**src/rtl/serial_add3_ctrl_pkg.sv**
```systemverilog
// serial_add3_ctrl_pkg: shared FSM encoding and default operand width for the serial three-operand adder.
package serial_add3_ctrl_pkg;
   localparam int DEFAULT_WIDTH = 4;
   typedef enum logic [1:0] {
      IDLE  = 2'd0,
      PASS1 = 2'd1,
      PASS2 = 2'd2,
      DONE  = 2'd3
   } state_t;
endpackage

```
**src/rtl/serial_add3_ctrl_if.sv**
```systemverilog
// serial_add3_ctrl_if: operand/result handshake bundle; master drives operands, slave is the adder.
interface serial_add3_ctrl_if import serial_add3_ctrl_pkg::*; #(
   parameter int WIDTH = DEFAULT_WIDTH
);
   logic             in_valid;
   logic             in_ready;
   logic [WIDTH-1:0] a;
   logic [WIDTH-1:0] b;
   logic [WIDTH-1:0] c;
   logic             out_valid;
   logic             out_ready;
   logic [WIDTH+1:0] sum;
   logic             busy;
   modport master (output in_valid, a, b, c, out_ready, input in_ready, out_valid, sum, busy);
   modport slave  (input in_valid, a, b, c, out_ready, output in_ready, out_valid, sum, busy);
endinterface

```
**src/rtl/full_adder.sv**
```systemverilog
// full_adder: single-bit full-adder cell.
module full_adder (
   input  logic a_i,
   input  logic b_i,
   input  logic c_i,
   output logic s_o,
   output logic co_o
);
   assign s_o  = a_i ^ b_i ^ c_i;
   assign co_o = (a_i & b_i) | (c_i & (a_i ^ b_i));
endmodule

```
**src/rtl/serial_add3_ctrl.sv**
```systemverilog
// serial_add3_ctrl: a+b+c through one shared full adder, bit-serial in two passes
// (partial = a+b, then sum = partial + c).
module serial_add3_ctrl import serial_add3_ctrl_pkg::*; #(
   parameter int WIDTH = DEFAULT_WIDTH
) (
   input logic              clk,
   input logic              rst_n,
   serial_add3_ctrl_if.slave bus
);
   localparam int IW = $clog2(WIDTH + 1);
   state_t           state_q;
   logic [IW-1:0]    idx_q;
   logic             carry_q;
   logic [WIDTH-1:0] a_q, b_q, c_q;
   logic [WIDTH:0]   partial_q;
   logic [WIDTH+1:0] sum_q;
   logic             in_ready_q, out_valid_q, busy_q;
   logic [WIDTH:0]   a_ext, b_ext, c_ext;
   logic             fa_x, fa_y, fa_s, fa_co;
   assign a_ext = {1'b0, a_q};
   assign b_ext = {1'b0, b_q};
   assign c_ext = {1'b0, c_q};
   // The same cell serves both passes; only its operand taps change with state.
   assign fa_x = (state_q == PASS1) ? a_ext[idx_q] : partial_q[idx_q];
   assign fa_y = (state_q == PASS1) ? b_ext[idx_q] : c_ext[idx_q];
   full_adder u_fa (
      .a_i  (fa_x),
      .b_i  (fa_y),
      .c_i  (carry_q),
      .s_o  (fa_s),
      .co_o (fa_co)
   );
   always_ff @(posedge clk or negedge rst_n) begin
      if (!rst_n) begin
         state_q     <= IDLE;
         idx_q       <= '0;
         carry_q     <= 1'b0;
         a_q         <= '0;
         b_q         <= '0;
         c_q         <= '0;
         partial_q   <= '0;
         sum_q       <= '0;
         in_ready_q  <= 1'b1;
         out_valid_q <= 1'b0;
         busy_q      <= 1'b0;
      end else begin
         case (state_q)
            IDLE: if (bus.in_valid) begin
               a_q        <= bus.a;
               b_q        <= bus.b;
               c_q        <= bus.c;
               idx_q      <= '0;
               carry_q    <= 1'b0;
               state_q    <= PASS1;
               in_ready_q <= 1'b0;
               busy_q     <= 1'b1;
            end
            PASS1: begin
               partial_q[idx_q] <= fa_s;
               if (idx_q == IW'(WIDTH - 1)) begin
                  partial_q[WIDTH] <= fa_co;
                  carry_q          <= 1'b0;
                  idx_q            <= '0;
                  state_q          <= PASS2;
               end else begin
                  carry_q <= fa_co;
                  idx_q   <= idx_q + IW'(1);
               end
            end
            PASS2: begin
               sum_q[idx_q] <= fa_s;
               if (idx_q == IW'(WIDTH)) begin
                  sum_q[WIDTH+1] <= fa_co;
                  state_q        <= DONE;
                  out_valid_q    <= 1'b1;
               end else begin
                  carry_q <= fa_co;
                  idx_q   <= idx_q + IW'(1);
               end
            end
            DONE: if (bus.out_ready) begin
               state_q     <= IDLE;
               out_valid_q <= 1'b0;
               busy_q      <= 1'b0;
               in_ready_q  <= 1'b1;
            end
            default: state_q <= IDLE;
         endcase
      end
   end
   assign bus.in_ready  = in_ready_q;
   assign bus.out_valid = out_valid_q;
   assign bus.busy      = busy_q;
   assign bus.sum       = sum_q;
endmodule

```
**src/flat_wrapper.sv**
```systemverilog
// flat-port wrapper written by rule: the top's interface ports become plain ports
module serial_add3_ctrl_flat import serial_add3_ctrl_pkg::*;
#(
   parameter int WIDTH = DEFAULT_WIDTH
)
  (clk, rst_n, bus_in_valid, bus_a, bus_b, bus_c, bus_out_ready, bus_in_ready, bus_out_valid, bus_sum, bus_busy);
  serial_add3_ctrl_if #(.WIDTH(WIDTH)) bus_i ();
  input logic clk;
  input logic rst_n;
  input wire logic [$bits(bus_i.in_valid)-1:0] bus_in_valid;
  input wire logic [$bits(bus_i.a)-1:0] bus_a;
  input wire logic [$bits(bus_i.b)-1:0] bus_b;
  input wire logic [$bits(bus_i.c)-1:0] bus_c;
  input wire logic [$bits(bus_i.out_ready)-1:0] bus_out_ready;
  output wire logic [$bits(bus_i.in_ready)-1:0] bus_in_ready;
  output wire logic [$bits(bus_i.out_valid)-1:0] bus_out_valid;
  output wire logic [$bits(bus_i.sum)-1:0] bus_sum;
  output wire logic [$bits(bus_i.busy)-1:0] bus_busy;
  assign bus_i.in_valid = bus_in_valid;
  assign bus_i.a = bus_a;
  assign bus_i.b = bus_b;
  assign bus_i.c = bus_c;
  assign bus_i.out_ready = bus_out_ready;
  assign bus_in_ready = bus_i.in_ready;
  assign bus_out_valid = bus_i.out_valid;
  assign bus_sum = bus_i.sum;
  assign bus_busy = bus_i.busy;
  serial_add3_ctrl #(.WIDTH(WIDTH)) u_core (.clk(clk), .rst_n(rst_n), .bus(bus_i));
endmodule
```
**config.mk**
```make
export PLATFORM = sky130hd
export DESIGN_NAME = serial_add3_ctrl_flat
export DESIGN_NICKNAME = d
export VERILOG_FILES = /design/src/rtl/serial_add3_ctrl_pkg.sv /design/src/rtl/serial_add3_ctrl_if.sv /design/src/rtl/full_adder.sv /design/src/rtl/serial_add3_ctrl.sv /design/src/flat_wrapper.sv
export SDC_FILE = /design/constraint.sdc
export NUM_CORES = 1
export LEC_CHECK = 0
export CORE_ASPECT_RATIO = 0.9
export CORE_MARGIN = 2
export CORE_UTILIZATION = 57
export DETAILED_ROUTE_END_ITERATION = 7
export GPL_TIMING_DRIVEN = 0
export PLACE_DENSITY = 0.88
export SYNTH_ARGS = -nofsm -noshare
export SYNTH_HDL_FRONTEND = slang
export SYNTH_SLANG_ARGS = --single-unit
```
**constraint.sdc**
```tcl
create_clock -name clk -period 4.7 [get_ports clk]
set_clock_uncertainty 0.05 [all_clocks]
set_input_delay 0.47 -clock clk [delete_from_list [all_inputs] [get_ports clk]]
set_output_delay 0.47 -clock clk [all_outputs]
set_load 0.05 [all_outputs]
```
==> flow_summary.toml <==
# synthesis and place-and-route metrics
[final_timing]
rsz0062_at_grt = "false"
fmax_ghz = 0.342
slew-limit-headroom_pct = 54.2
worst-slew-pin-transition_ns = 0.687
postLayoutSetupSlackWorst_ns = 1.78
finalHoldViolCount = 0
slew_violations = 0
tns_ns = 0
period_needed_ns = 2.92
min_period_over_period_pct = 62.1
setup_viol = 0

[outcome]
outcome = "finished clean"

[power_and_ir_drop]
p_comb_share_pct = 58.1
intPower_w = 0.000912
power_leader = "combinational logic"
switching_share_pct = 45.6
clock_net_power_w = 0.000205
power.density_mw_per_mm2 = 809
ir_worst_vdd_mv = 0.390
powerSeq_w = 0.000498
total_power_w = 0.00168
seqPwrFrac_pct = 29.7
p_leak_nw = 0.882
power.net_switching_w = 0.000765
pg_comb_w = 0.000974

[finish]
buffer_area_share_pct = 13.7
drive_gt1_share_pct = 23.8
seq-cell-share_pct = 38.7
finalNetCount = 213
fill_cells = 232
clkbuf_count = 6
area_growth_pct = 21.1
insertedDiodeCount = 0
largest_reg_flops = 6
register_area_um2 = 802
final_core_utilization_pct = 74.2
combGateArea_um2 = 816
logic_gates = 107
layout.area.top_class = "logic gates"
sh_comb_area_pct = 39.4
signal_buffers = 31
seq_cell_count = 32
final-instance-count-excl-fill = 229

[detailed_routing]
top_layer = "met4"
wl_per_cell_um = 16.6
met1_length_mm = 1.53
drt_iter0_drc = 131
dr_wl_met2_mm = 1.94
drc_errors = 0
detail_route.vias_per_cell = 5.84
postRouteAntennaNets = 0

[worst_setup_path]
worstSetupEndpointType = "flip-flop"
cp.required_ns = 4.88
crit_family = "adder cells"
cp.depth = 11
crit_chain = "inv_1 -> ha_1 -> buf_2 -> a21oi_1 -> o21ai_0 -> o22ai_1 -> fa_1 -> clkbuf_1 -> nand2_1 -> o21ai_0 -> a21oi_1"
crit_start = "u_core.state_q[1]"
reg2reg_from = "u_core.state_q[1]"
crit_buf_inv = 3
rrSetupSlack_ns = 1.78
critPathArrivalTime_ns = 3.10
crit_fanout = 10
rr_worst_depth = 11
r2r-end = "u_core.partial_q[4]"
slowest_delay_ns = 0.57
endpoint = "u_core.partial_q[4]"
startpoint_type = "flip-flop"
crit_type = "reg -> reg"
cpMaxStageDelayCell = "fa_1"

[logic_synthesis]
synth.logic.top_family = "AND-OR/OR-AND gates"
synth_flops = 32
adder_share_pct = 7.02
avgSynthCellArea_um2 = 10.9
top_cells_by_count = "dfrtp_1, nand2_1, mux2_2"
ys_seq_share_pct = 46.9
yosysTopAreaCell = "dfrtp_1"
xor_area_share_pct = 0
synth_area_mm2 = 0.00171
synthMuxAreaShare_pct = 13.8
yosys_area_mm2 = 0.00171
synth_top_cell_by_count = "dfrtp_1"
synth_warnings = 0
ys_sh_simple_pct = 11.2
synthAoiAreaFrac_pct = 15.7
ys.flop_type = "dfrtp_1"
async_reset_ff_share_pct = 100
synth.top_cell.area_share_pct = 45.4
synthCells = 157
fp_nets = 182
synth.distinct_cells = 38

[clock_tree]
cts_resized = 0
clock-sinks = 32
cts_buffers = 5
h-tree-depth = 2
clk_path_buf_depth = 2
postCtsHoldBufs = 0
cts_tree = "yes"
clockRootBuffer = "clkbuf_4"
clock_latency_ns = 0.34
path_clk_slew_ns = 0.10

[floorplanning]
core_mm2 = 0.00279
initCoreUtil_pct = 61.2
rows = 18
ios = 25
dieArea_mm2 = 0.00346
nWellTaps = 40
die_w_um = 61.7

[placed_design]
place_inst = 221
dp_slack_ns = 1.91
port_buffers = 24
gp_congestion = 0.892
place_hpwl_mm = 2.79
dpl_cell_area_mm2 = 0.00200

[grt]
grt_overflow = 0
met1_usage_pct = 30.7
antenna_found_initial = 0
grt_use_total_pct = 24.0
grt_use_met2_pct = 38.0
grt_max_degree = 33
grt.busiest_layer = "met2"
grt_pass1_vias = 1288

[run]
log.warning_count = 31
Figure 1. Cells colored by class.
Drawn at 10 px/um.
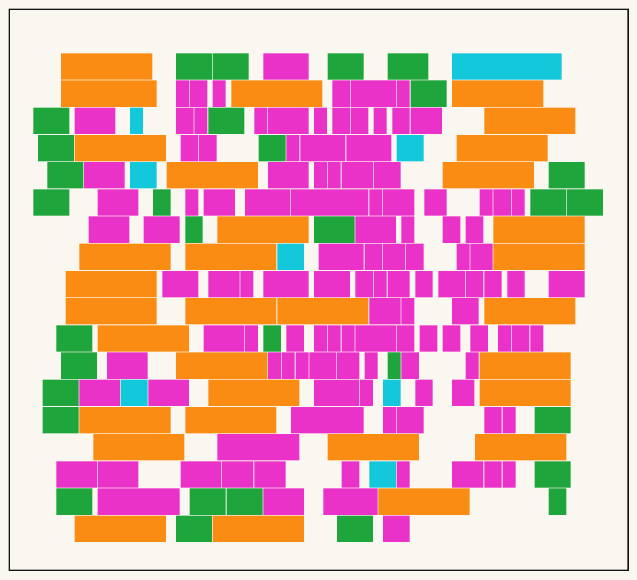
| color | class | cells |
|---|---|---|
| cyan | clock drivers and dummy loads | 8 |
| magenta | remaining logic cells | 118 |
| orange | registers | 32 |
| green | remaining buffers and delay cells | 31 |

Figure 2. Wiring heat map.
Drawn at 4 px/um. The die is cut into 12 by 11 equal tiles; dark purple is low, yellow is high, scaled to the fullest tile. Values are wire area over tile area, all layers added.
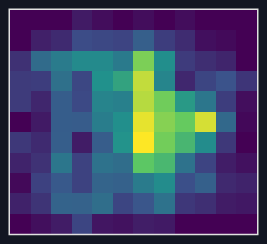
mean over tiles: 0.18
nearly empty tiles: 14%
fullest tile: 0.69
densest ninth of the die: middle
emptiest ninth of the die: top right
tiles over half the peak: 13%

Figure 3. Signal wires on met3.
Drawn at 8 px/um.
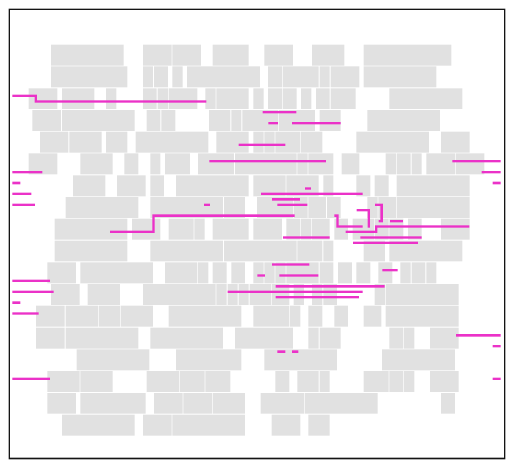
wire length on this layer: 241 um
share of all routed wire: 6.3%
longest straight run: 21.2 um
main direction: horizontal
Via Count: 1,338
Total Wirelength: 3.80 mm
met3 usage in global routing: 5.12%

